**config.mk**
```make
export PLATFORM = sky130hd
export DESIGN_NAME = pnc_dispatch_router_flat
export DESIGN_NICKNAME = d
export VERILOG_FILES = /design/src/rtl/pnc_dispatch_router_if.sv /design/src/rtl/pnc_dispatch_router.sv /design/src/flat_wrapper.sv
export SDC_FILE = /design/constraint.sdc
export NUM_CORES = 1
export LEC_CHECK = 0
export CAP_MARGIN = 20
export CORE_ASPECT_RATIO = 0.7
export CORE_MARGIN = 1.5
export CORE_UTILIZATION = 55
export DETAILED_ROUTE_END_ITERATION = 10
export PLACE_DENSITY = 0.89
export SLEW_MARGIN = 20
export SYNTH_ARGS = -nofsm -noshare
export SYNTH_HDL_FRONTEND = slang
export SYNTH_SLANG_ARGS = --single-unit
```
**constraint.sdc**
```tcl
create_clock -name clk -period 14.31 [get_ports clk]
set_clock_uncertainty 0.05 [all_clocks]
set_input_delay 1.431 -clock clk [delete_from_list [all_inputs] [get_ports clk]]
set_output_delay 1.431 -clock clk [all_outputs]
set_load 0.03 [all_outputs]
```
**src/rtl/pnc_dispatch_router_if.sv**
```systemverilog
// Request/issue bundle between the host/SWU request side and the pnc_dispatch_router.
// PNC_ISSUE_STATS_EN adds the per-target issue_cnt vector.
interface pnc_dispatch_router_if #(
  parameter int ADDR_W     = 16,
  parameter int DATA_W     = 32,
  parameter int SWU_DATA_W = 8,
  parameter int TGT_W      = 2,
  parameter int NUM_TGT    = 3,
  parameter int LOC_ADDR_W = 7,
  parameter int FIFO_DEPTH = 8
);
  localparam int LVL_W = $clog2(FIFO_DEPTH) + 1;

  logic                          kill;
  logic                          host_valid;
  logic                          host_ready;
  logic [ADDR_W-1:0]             host_addr;
  logic [DATA_W-1:0]             host_data;
  logic                          swu_valid;
  logic                          swu_ready;
  logic [ADDR_W-1:0]             swu_addr;
  logic [SWU_DATA_W-1:0]         swu_data;
  logic [NUM_TGT-1:0]            tgt_en;
  logic [NUM_TGT-1:0]            tgt_ready;
  logic [NUM_TGT-1:0]            tgt_we;
  logic [NUM_TGT-1:0]            tgt_rc;
  logic [NUM_TGT*LOC_ADDR_W-1:0] tgt_addr;
  logic [NUM_TGT*DATA_W-1:0]     tgt_data;
  logic                          err_pulse;
  logic [LVL_W-1:0]              fifo_level;
`ifdef PNC_ISSUE_STATS_EN
  logic [NUM_TGT*16-1:0]         issue_cnt;
`endif

  modport master (
`ifdef PNC_ISSUE_STATS_EN
    input  issue_cnt,
`endif
    output kill, host_valid, host_addr, host_data, swu_valid, swu_addr, swu_data, tgt_ready,
    input  host_ready, swu_ready, tgt_en, tgt_we, tgt_rc, tgt_addr, tgt_data, err_pulse, fifo_level
  );

  modport slave (
`ifdef PNC_ISSUE_STATS_EN
    output issue_cnt,
`endif
    input  kill, host_valid, host_addr, host_data, swu_valid, swu_addr, swu_data, tgt_ready,
    output host_ready, swu_ready, tgt_en, tgt_we, tgt_rc, tgt_addr, tgt_data, err_pulse, fifo_level
  );
endinterface

```
**src/rtl/pnc_dispatch_router.sv**
```systemverilog
// Buffers host/SWU requests in a FIFO, decodes the opcode and issues each to one of NUM_TGT units.
// Define PNC_ISSUE_STATS_EN to add saturating per-target completed-issue counters (issue_cnt).
module pnc_dispatch_router #(
  parameter int ADDR_W     = 16,
  parameter int DATA_W     = 32,
  parameter int SWU_DATA_W = 8,
  parameter int TGT_W      = 2,
  parameter int NUM_TGT    = 3,
  parameter int LOC_ADDR_W = 7,
  parameter int FIFO_DEPTH = 8
) (
  input logic                  clk,
  input logic                  rst,
  pnc_dispatch_router_if.slave bus
);
  localparam int PTR_W = $clog2(FIFO_DEPTH);
  localparam int LVL_W = PTR_W + 1;
  localparam int OP_W  = TGT_W + 2;
  localparam int ENT_W = OP_W + LOC_ADDR_W + DATA_W;

  localparam logic [0:0] ST_IDLE  = 1'b0;
  localparam logic [0:0] ST_ISSUE = 1'b1;

  logic [ENT_W-1:0]      mem [FIFO_DEPTH];
  logic [PTR_W-1:0]      wr_ptr;
  logic [PTR_W-1:0]      rd_ptr;
  logic [LVL_W-1:0]      level;
  logic                  flush;
  logic                  full;
  logic                  empty;
  logic                  push;
  logic                  pop;
  logic                  done;
  logic                  sel_ready;
  logic [ADDR_W-1:0]     in_addr;
  logic [DATA_W-1:0]     in_data;
  logic [ENT_W-1:0]      head;
  logic [OP_W-1:0]       head_op;
  logic [LOC_ADDR_W-1:0] head_loc;
  logic [DATA_W-1:0]     head_data;
  logic                  unused_addr;

  logic [0:0]            state;
  logic [TGT_W-1:0]      cur_idx;
  logic                  cur_wr;
  logic                  cur_rc;
  logic                  cur_legal;
  logic [LOC_ADDR_W-1:0] cur_addr;
  logic [DATA_W-1:0]     cur_data;
  logic [NUM_TGT-1:0]    en_v;

  assign flush = !rst || bus.kill;
  assign full  = (level == LVL_W'(FIFO_DEPTH));
  assign empty = (level == '0);

  // Readiness comes from the registered level only, so a same-cycle pop never frees a full FIFO.
  assign bus.swu_ready  = !full && !bus.kill && rst;
  assign bus.host_ready = bus.swu_ready && !bus.swu_valid;
  assign push           = bus.swu_ready && (bus.swu_valid || bus.host_valid);

  assign in_addr     = bus.swu_valid ? bus.swu_addr : bus.host_addr;
  assign in_data     = bus.swu_valid ? DATA_W'(bus.swu_data) : bus.host_data;
  assign unused_addr = ^in_addr;

  assign head = mem[rd_ptr];
  assign {head_op, head_loc, head_data} = head;

  always_ff @(posedge clk) begin
    if (push) mem[wr_ptr] <= {in_addr[ADDR_W-1 -: OP_W], in_addr[LOC_ADDR_W-1:0], in_data};
  end

  always_ff @(posedge clk) begin
    if (flush) begin
      wr_ptr <= '0;
      rd_ptr <= '0;
      level  <= '0;
    end else begin
      if (push) wr_ptr <= wr_ptr + PTR_W'(1);
      if (pop)  rd_ptr <= rd_ptr + PTR_W'(1);
      level <= level + LVL_W'(push) - LVL_W'(pop);
    end
  end

  always_comb begin
    sel_ready = 1'b0;
    en_v      = '0;
    for (int i = 0; i < NUM_TGT; i++) begin
      if (cur_idx == TGT_W'(i)) begin
        sel_ready = bus.tgt_ready[i];
        en_v[i]   = (state == ST_ISSUE) && cur_legal;
      end
    end
  end

  // An illegal entry spends one ISSUE cycle signalling err_pulse and then retires like a completed issue.
  assign done = (state == ST_ISSUE) && (!cur_legal || sel_ready);
  assign pop  = !empty && ((state == ST_IDLE) || done);

  always_ff @(posedge clk) begin
    if (flush) begin
      state     <= ST_IDLE;
      cur_idx   <= '0;
      cur_wr    <= 1'b0;
      cur_rc    <= 1'b0;
      cur_legal <= 1'b0;
      cur_addr  <= '0;
      cur_data  <= '0;
    end else if (pop) begin
      state     <= ST_ISSUE;
      cur_idx   <= head_op[OP_W-1:2];
      cur_wr    <= head_op[1];
      cur_rc    <= head_op[0];
      cur_legal <= (32'(head_op[OP_W-1:2]) < NUM_TGT);
      cur_addr  <= head_loc;
      cur_data  <= head_data;
    end else if (done) begin
      state <= ST_IDLE;
    end
  end

  always_comb begin
    bus.tgt_addr = '0;
    bus.tgt_data = '0;
    for (int i = 0; i < NUM_TGT; i++) begin
      if (en_v[i]) begin
        bus.tgt_addr[i*LOC_ADDR_W +: LOC_ADDR_W] = cur_addr;
        bus.tgt_data[i*DATA_W +: DATA_W]         = cur_data;
      end
    end
  end

  assign bus.tgt_en     = en_v;
  assign bus.tgt_we     = cur_wr ? en_v : '0;
  assign bus.tgt_rc     = cur_rc ? en_v : '0;
  assign bus.err_pulse  = (state == ST_ISSUE) && !cur_legal;
  assign bus.fifo_level = level;

`ifdef PNC_ISSUE_STATS_EN
  logic [15:0] issue_q [NUM_TGT];

  always_ff @(posedge clk) begin
    for (int i = 0; i < NUM_TGT; i++) begin
      if (flush) begin
        issue_q[i] <= '0;
      end else if (en_v[i] && bus.tgt_ready[i] && (issue_q[i] != 16'hFFFF)) begin
        issue_q[i] <= issue_q[i] + 16'd1;
      end
    end
  end

  always_comb begin
    bus.issue_cnt = '0;
    for (int i = 0; i < NUM_TGT; i++) bus.issue_cnt[i*16 +: 16] = issue_q[i];
  end
`endif
endmodule
```
**src/flat_wrapper.sv**
```systemverilog
// flat-port wrapper written by rule: the top's interface ports become plain ports
module pnc_dispatch_router_flat 
#(
  parameter int ADDR_W     = 16,
  parameter int DATA_W     = 32,
  parameter int SWU_DATA_W = 8,
  parameter int TGT_W      = 2,
  parameter int NUM_TGT    = 3,
  parameter int LOC_ADDR_W = 7,
  parameter int FIFO_DEPTH = 8
)
  (clk, rst, bus_kill, bus_host_valid, bus_host_addr, bus_host_data, bus_swu_valid, bus_swu_addr, bus_swu_data, bus_tgt_ready, bus_host_ready, bus_swu_ready, bus_tgt_en, bus_tgt_we, bus_tgt_rc, bus_tgt_addr, bus_tgt_data, bus_err_pulse, bus_fifo_level);
  pnc_dispatch_router_if #(.ADDR_W(ADDR_W), .DATA_W(DATA_W), .SWU_DATA_W(SWU_DATA_W), .TGT_W(TGT_W), .NUM_TGT(NUM_TGT), .LOC_ADDR_W(LOC_ADDR_W), .FIFO_DEPTH(FIFO_DEPTH)) bus_i ();
  input logic clk;
  input logic rst;
  input wire logic [$bits(bus_i.kill)-1:0] bus_kill;
  input wire logic [$bits(bus_i.host_valid)-1:0] bus_host_valid;
  input wire logic [$bits(bus_i.host_addr)-1:0] bus_host_addr;
  input wire logic [$bits(bus_i.host_data)-1:0] bus_host_data;
  input wire logic [$bits(bus_i.swu_valid)-1:0] bus_swu_valid;
  input wire logic [$bits(bus_i.swu_addr)-1:0] bus_swu_addr;
  input wire logic [$bits(bus_i.swu_data)-1:0] bus_swu_data;
  input wire logic [$bits(bus_i.tgt_ready)-1:0] bus_tgt_ready;
  output wire logic [$bits(bus_i.host_ready)-1:0] bus_host_ready;
  output wire logic [$bits(bus_i.swu_ready)-1:0] bus_swu_ready;
  output wire logic [$bits(bus_i.tgt_en)-1:0] bus_tgt_en;
  output wire logic [$bits(bus_i.tgt_we)-1:0] bus_tgt_we;
  output wire logic [$bits(bus_i.tgt_rc)-1:0] bus_tgt_rc;
  output wire logic [$bits(bus_i.tgt_addr)-1:0] bus_tgt_addr;
  output wire logic [$bits(bus_i.tgt_data)-1:0] bus_tgt_data;
  output wire logic [$bits(bus_i.err_pulse)-1:0] bus_err_pulse;
  output wire logic [$bits(bus_i.fifo_level)-1:0] bus_fifo_level;
  assign bus_i.kill = bus_kill;
  assign bus_i.host_valid = bus_host_valid;
  assign bus_i.host_addr = bus_host_addr;
  assign bus_i.host_data = bus_host_data;
  assign bus_i.swu_valid = bus_swu_valid;
  assign bus_i.swu_addr = bus_swu_addr;
  assign bus_i.swu_data = bus_swu_data;
  assign bus_i.tgt_ready = bus_tgt_ready;
  assign bus_host_ready = bus_i.host_ready;
  assign bus_swu_ready = bus_i.swu_ready;
  assign bus_tgt_en = bus_i.tgt_en;
  assign bus_tgt_we = bus_i.tgt_we;
  assign bus_tgt_rc = bus_i.tgt_rc;
  assign bus_tgt_addr = bus_i.tgt_addr;
  assign bus_tgt_data = bus_i.tgt_data;
  assign bus_err_pulse = bus_i.err_pulse;
  assign bus_fifo_level = bus_i.fifo_level;
  pnc_dispatch_router #(.ADDR_W(ADDR_W), .DATA_W(DATA_W), .SWU_DATA_W(SWU_DATA_W), .TGT_W(TGT_W), .NUM_TGT(NUM_TGT), .LOC_ADDR_W(LOC_ADDR_W), .FIFO_DEPTH(FIFO_DEPTH)) u_core (.clk(clk), .rst(rst), .bus(bus_i));
endmodule
```
**Run 1: cell sizes after repair**

The bar under the picture is 50 um long.
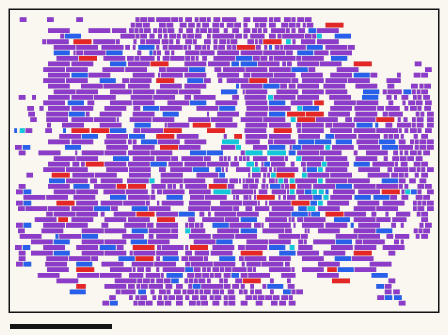
- red: drive 6 and up (cells 48; most used clkbuf_16)
- cyan: drive 3 to 4 (cells 32; most used buf_4)
- purple: drive 1 or less (cells 948; most used edfxtp_1)
- blue: drive 2 (cells 128; most used mux4_2)
Final Cell Area: 0.02003 mm2
count of non-CTS buffers in the layout: 225
post-synthesis to final-layout area growth: 22.18%
post-route setup slack: 9.062 ns

**Run 1: register map, names as in the netlist**

The bar under the picture is 50 um long. Other sequential cells in the stronger grey, the rest of the logic in the fainter grey.
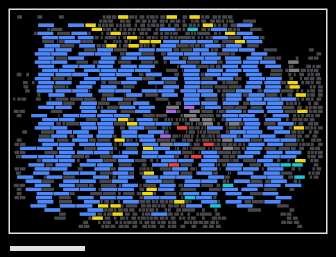
- yellow: u_core.cur_data (flops 32; where all over the die)
- cyan: u_core.cur_addr (flops 7)
- red: u_core.bus.fifo_level (flops 4)
- blue: u_core.mem (flops 344; where all over the die)
- purple: u_core.rd_ptr (flops 3)
area used by sequential logic in the layout: 0.01150 mm2
Power Sequential: 1.41 mW
final core utilization: 68.87%

==> out/metrics.csv, run 1 <==
stage;metric;value;unit
outcome;status;finished clean;
clock_tree;clock_tree_root_buffer_cell;sky130_fd_sc_hd__clkbuf_16;
logic_synthesis;post-synth-top-area-cell;sky130_fd_sc_hd__edfxtp_1;
floorplan;floorplan.tapcells;378;
final_layout;antenna-diode-count;0;
logic_synthesis;top_cell_area_share;63.01;%
pwr;ratio_of_total_power_to_cell_area;148.8;mW/mm2
route;drt_pre_antenna_iters;6;
floorplan;die_area;0.03087;mm2
clock_tree;cts.repair_timing.setup_buffer_count;0;
pwr;power.leakage;6.350;nW
final_layout;sh_seq_area;57.42;%
timing;fin_crit_sh;36.67;%
placed_design;globalplace.congestion;0.7775;
timing;final.min_clock_period;5.248;ns
setup_path;most_used_cell_along_the_critical_path;sky130_fd_sc_hd__clkdlybuf4s50_1;
final_layout;clk_buf;50;
setup_path;cp_max_fo;56;
setup_path;ff2ff_setup_slack;11.10;ns
setup_path;crit_path_start_kind;input pin;
setup_path;worst-endpoint-arrival;3.77;ns
route;routedWlPerCell;23.93;um
**Run 1: clock network drawn from the DEF**

The bar under the picture is 50 um long.
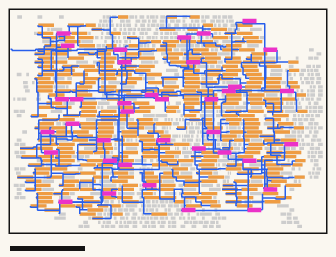
- magenta: cells driving clock nets (count 37)
- blue: clock wires (length 4100 um)
- orange: flip-flops (count 402)
- flops lie: all over the die
clock distribution power: 978 uW
relative contribution of the clock network to total power: 32.8%
clk latency late pin: 0.53 ns

**Run 1: a small window of the routed layout**

Window x 142 to 172, y 22 to 52 um. Cells in grey, sequential cells in the stronger grey; small squares are vias.
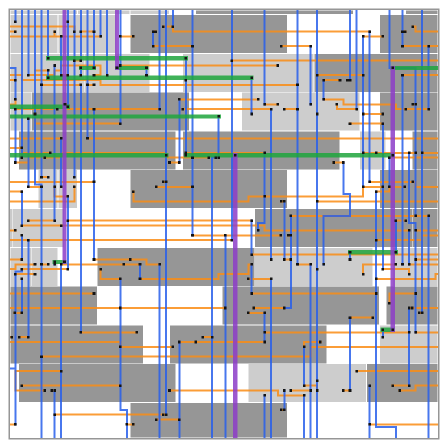
- green: met3
- purple: met4
- blue: met2
- orange: met1
- most frequent: edfxtp_1 (13), mux4_2 (3)
- netlist names of flops here include: u_core.mem (13), u_core.cur_addr (1)
- sequential cells in the window: 14
- cells with their middle in the window: 29

run 1: through the flow:
step / cells / area [um2]
finish: 1534 / 20030
global route: 1534 / 20030
CTS: 1534 / 20020
detailed placement: 1466 / 18810
global placement: 1466 / 18810
floorplan: 926 / 16390
run 1: critical path, delay by kind of cell:
kind	cells	cell delay [ns]
buf+inv	3	1.50
simple gates	2	0.52
compound gates	1	0.28
run 1: layout by cell type, fill, tap and decap left out, types with 2 or more instances in the layout:
| cell type | n |
|---|---|
| sky130_fd_sc_hd__edfxtp_1 | 344 |
| sky130_fd_sc_hd__clkdlybuf4s50_1 | 201 |
| sky130_fd_sc_hd__and2_1 | 125 |
| sky130_fd_sc_hd__mux4_2 | 86 |
| sky130_fd_sc_hd__dfxtp_1 | 55 |
| sky130_fd_sc_hd__a21oi_1 | 51 |
| sky130_fd_sc_hd__mux2i_1 | 44 |
| sky130_fd_sc_hd__a211oi_1 | 43 |
| sky130_fd_sc_hd__clkbuf_16 | 39 |
| sky130_fd_sc_hd__nor2b_1 | 27 |
| sky130_fd_sc_hd__buf_4 | 22 |
| sky130_fd_sc_hd__mux2_2 | 19 |
| sky130_fd_sc_hd__nor2_1 | 8 |
| sky130_fd_sc_hd__inv_1 | 8 |
| sky130_fd_sc_hd__clkinv_2 | 8 |
| sky130_fd_sc_hd__ha_1 | 7 |
| sky130_fd_sc_hd__nand2_1 | 6 |
| sky130_fd_sc_hd__clkbuf_1 | 6 |
| sky130_fd_sc_hd__o21ai_0 | 5 |
| sky130_fd_sc_hd__clkbuf_8 | 5 |
| sky130_fd_sc_hd__nor3b_2 | 4 |
| sky130_fd_sc_hd__clkinv_1 | 4 |
| sky130_fd_sc_hd__nand3_1 | 3 |
| sky130_fd_sc_hd__nor3_2 | 3 |
| sky130_fd_sc_hd__dfxtp_4 | 3 |
| sky130_fd_sc_hd__clkinvlp_4 | 3 |
| sky130_fd_sc_hd__nor2_4 | 2 |
| sky130_fd_sc_hd__nor4b_2 | 2 |
| sky130_fd_sc_hd__or3_1 | 2 |
| sky130_fd_sc_hd__xnor2_1 | 2 |
| sky130_fd_sc_hd__a31o_2 | 2 |
| sky130_fd_sc_hd__bufinv_16 | 2 |
run 1: how the worst max path moves through the flow:
stage | startpoint | endpoint | cells past startpoint
3_3_place_gp | bus_kill | bus_host_ready | 6
2_1_floorplan | bus_swu_valid | u_core.mem[2][0] | 4
4_1_cts | bus_kill | bus_host_ready | 6
6_report | bus_kill | bus_host_ready | 6
5_1_grt | bus_kill | bus_host_ready | 6
3_5_place_dp | bus_kill | bus_host_ready | 6
run 1: per-layer routing:
layer | share of wire, % | wire length, um | track usage (%) | vias to the layer above
met2 | 49 | 17930 | 39.37 | 441
met1 | 41 | 14980 | 33.49 | 4651
met3 | 8.1 | 2988 | 4.461 | 72
met5 | 0 | 0 | 0 | -
met4 | 2.2 | 814 | 7.101 | 0
li1 | - | - | - | 4015
run 1: cell families after synthesis:
family                   Yosys count  synth area share (%)
flip-flops                       402                 70.09
buffers and inverters             71                 2.244
AND-OR/OR-AND                    107                 4.136
adder cells (fa/ha/maj)            8                0.6563
AND/OR/NAND/NOR                  186                 6.907
XOR/XNOR                           3                0.1603
multiplexers                     149                 15.81
**Run 1: clock routing**

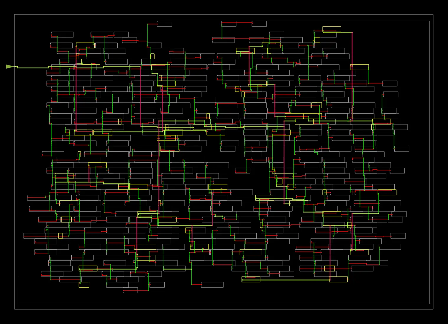

==> run 1 -> run 2 <==
Settings changed: CORE_UTILIZATION 55 to 50, PLACE_DENSITY 0.89 to 0.85.
Clock period 14.31 ns to 4.3 ns, I/O delays scaled along.
**Run 2: clock routing**

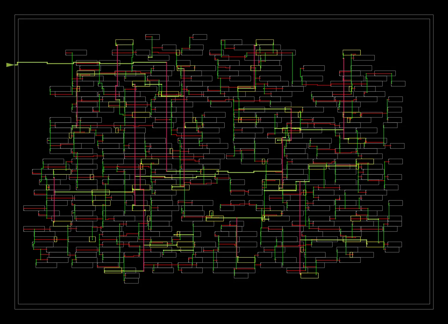
Seq cells: 402
CLK BUF: 59
sinks on the clock net: 402
total clock buffers created by CTS: 37
clock distribution power: 3.14 mW

==> out/metrics.csv, run 2 <==
stage;metric;value;unit;change
final_layout;final_common_cell;sky130_fd_sc_hd__edfxtp_1;;
final_layout;area.growth.synth_to_final;23.19;%;
clock_tree;clock_tree_root_buffer_cell;sky130_fd_sc_hd__clkbuf_16;;
global_route;busiest_layer;met2;;
final_layout;final_cells;1591;;+3.7%
timing;final.min_clock_period;3.589;ns;
final_layout;antenna-diode-count;0;;unchanged
setup_path;worst-endpoint-arrival;3.11;ns;-0.66 ns
global_route;groute.layer.met2.usage;36.44;%;-2.9 points
logic_synthesis;ys_top_logic_family;multiplexers;;
timing;fin_crit_sh;83.46;%;
placed_design;globalplace.congestion;0.7768;;about the same
logic_synthesis;post-synth-top-area-cell;sky130_fd_sc_hd__edfxtp_1;;
setup_path;cp_max_fo;14;;-75%
final_layout;seqCellArea;0.01150;mm2;unchanged
placed_design;post-place-cells;1521;;+3.8%
timing;post-route-worst-setup-slack;0.7114;ns;-8.350 ns
logic_synthesis;top_cell_area_share;63.01;%;unchanged
pwr;power.leakage;6.367;nW;+0.28%
logic_synthesis;synth.area.mux_share;15.81;%;unchanged
setup_path;crit-reg2reg-launch;u_core.bus.fifo_level[2];;
logic_synthesis;synth.cellmix.compoundShare;4.136;%;unchanged
logic_synthesis;ys_sh_simple;6.907;%;unchanged
logic_synthesis;synth-adder-area-share;0.6563;%;unchanged
clock_tree;cts.repair_timing.setup_buffer_count;0;;unchanged
outcome;status;finished clean;;
logic_synthesis;synth.cellmix.xorXnorShare;0.1603;%;unchanged
setup_path;crit_path_start_kind;flop;;
global_route;met1_usage;29.71;%;-3.8 points
clock_tree;clk_latency_late_pin;0.53;ns;about the same
route;drt_pre_antenna_iters;5;;-1
setup_path;worst_setup_path_startpoint;u_core.cur_legal;;
pwr;ratio_of_total_power_to_cell_area;486.6;mW/mm2;+230%
floorplan;die_area;0.03390;mm2;+9.8%
global_route;grt.met3_usage;3.599;%;-0.86 points
route;routedWlPerCell;23.10;um;-3.5%
[run 2: cell counts after synthesis]
Identical to the previous run, type by type.
[run 2: routing by layer]
layer	up-vias	part of all wire [%]	wire (um)
met5	-	0	0
met4	0	2.5	917
met3	67	7.3	2681
met2	408	49	17940
met1	4627	41	15210
li1	4035	-	-
[run 2: report_power, final]
part           switching [mW]  total [mW]  internal (mW)
Clock                    1.36        3.14           1.78
Combinational            1.11        2.00          0.891
Sequential              0.250        4.69           4.44
Total                    2.72        9.83           7.11
[run 2: layout make-up]
cell class                 count  share of cell area (%)
timing repair buffer         233                   11.49
clock buffer                  59                   5.303
multi-input combinational    453                   23.10
clock inverter                 9                  0.3655
tap                          427                   2.645
inverter                       8                  0.1487
sequential                   402                   56.95
[run 2: through the flow]
stage / util [%] / total power, mW / hold WS (ns)
after floorplan: - / 6.173 / 0.4430
after global placement: 58.88 / 6.624 / 0.4587
after global routing: 62.57 / 10.22 / 0.5048
after CTS: 62.43 / 9.825 / 0.4757
after detailed placement: 58.88 / 6.714 / 0.4581
final: 62.57 / 9.827 / 0.4792
[run 2: logic make-up (layout without fill, tap and decap cells)]
| group | Yosys count | in the layout |
|---|---|---|
| compound gates | 107 | 107 |
| xor+xnor | 3 | 3 |
| fa+ha+maj | 8 | 8 |
| buf+inv | 71 | 309 |
| flops | 402 | 402 |
| mux | 149 | 149 |
| simple gates | 186 | 186 |
[run 2: worst max-delay path, stage by stage, from the launching register on]
cell and delay [ns]:
sky130_fd_sc_hd__dfxtp_1 0.46, sky130_fd_sc_hd__nand2_1 0.18, sky130_fd_sc_hd__nor3b_2 0.75, sky130_fd_sc_hd__buf_4 0.33
sky130_fd_sc_hd__and2_1 0.15, sky130_fd_sc_hd__clkdlybuf4s50_1 0.69
[run 2: final timing paths]
kind                            end  slack [ns]  cells after the start
setup / recovery   bus_tgt_data[69]        0.71                      5
hold / removal     u_core.rd_ptr[1]        0.48                      2
hold reg to reg    u_core.rd_ptr[1]        0.48                      2
setup reg to reg  u_core.mem[7][40]        1.32                      7
Power is estimated from default activity; no workload was simulated.
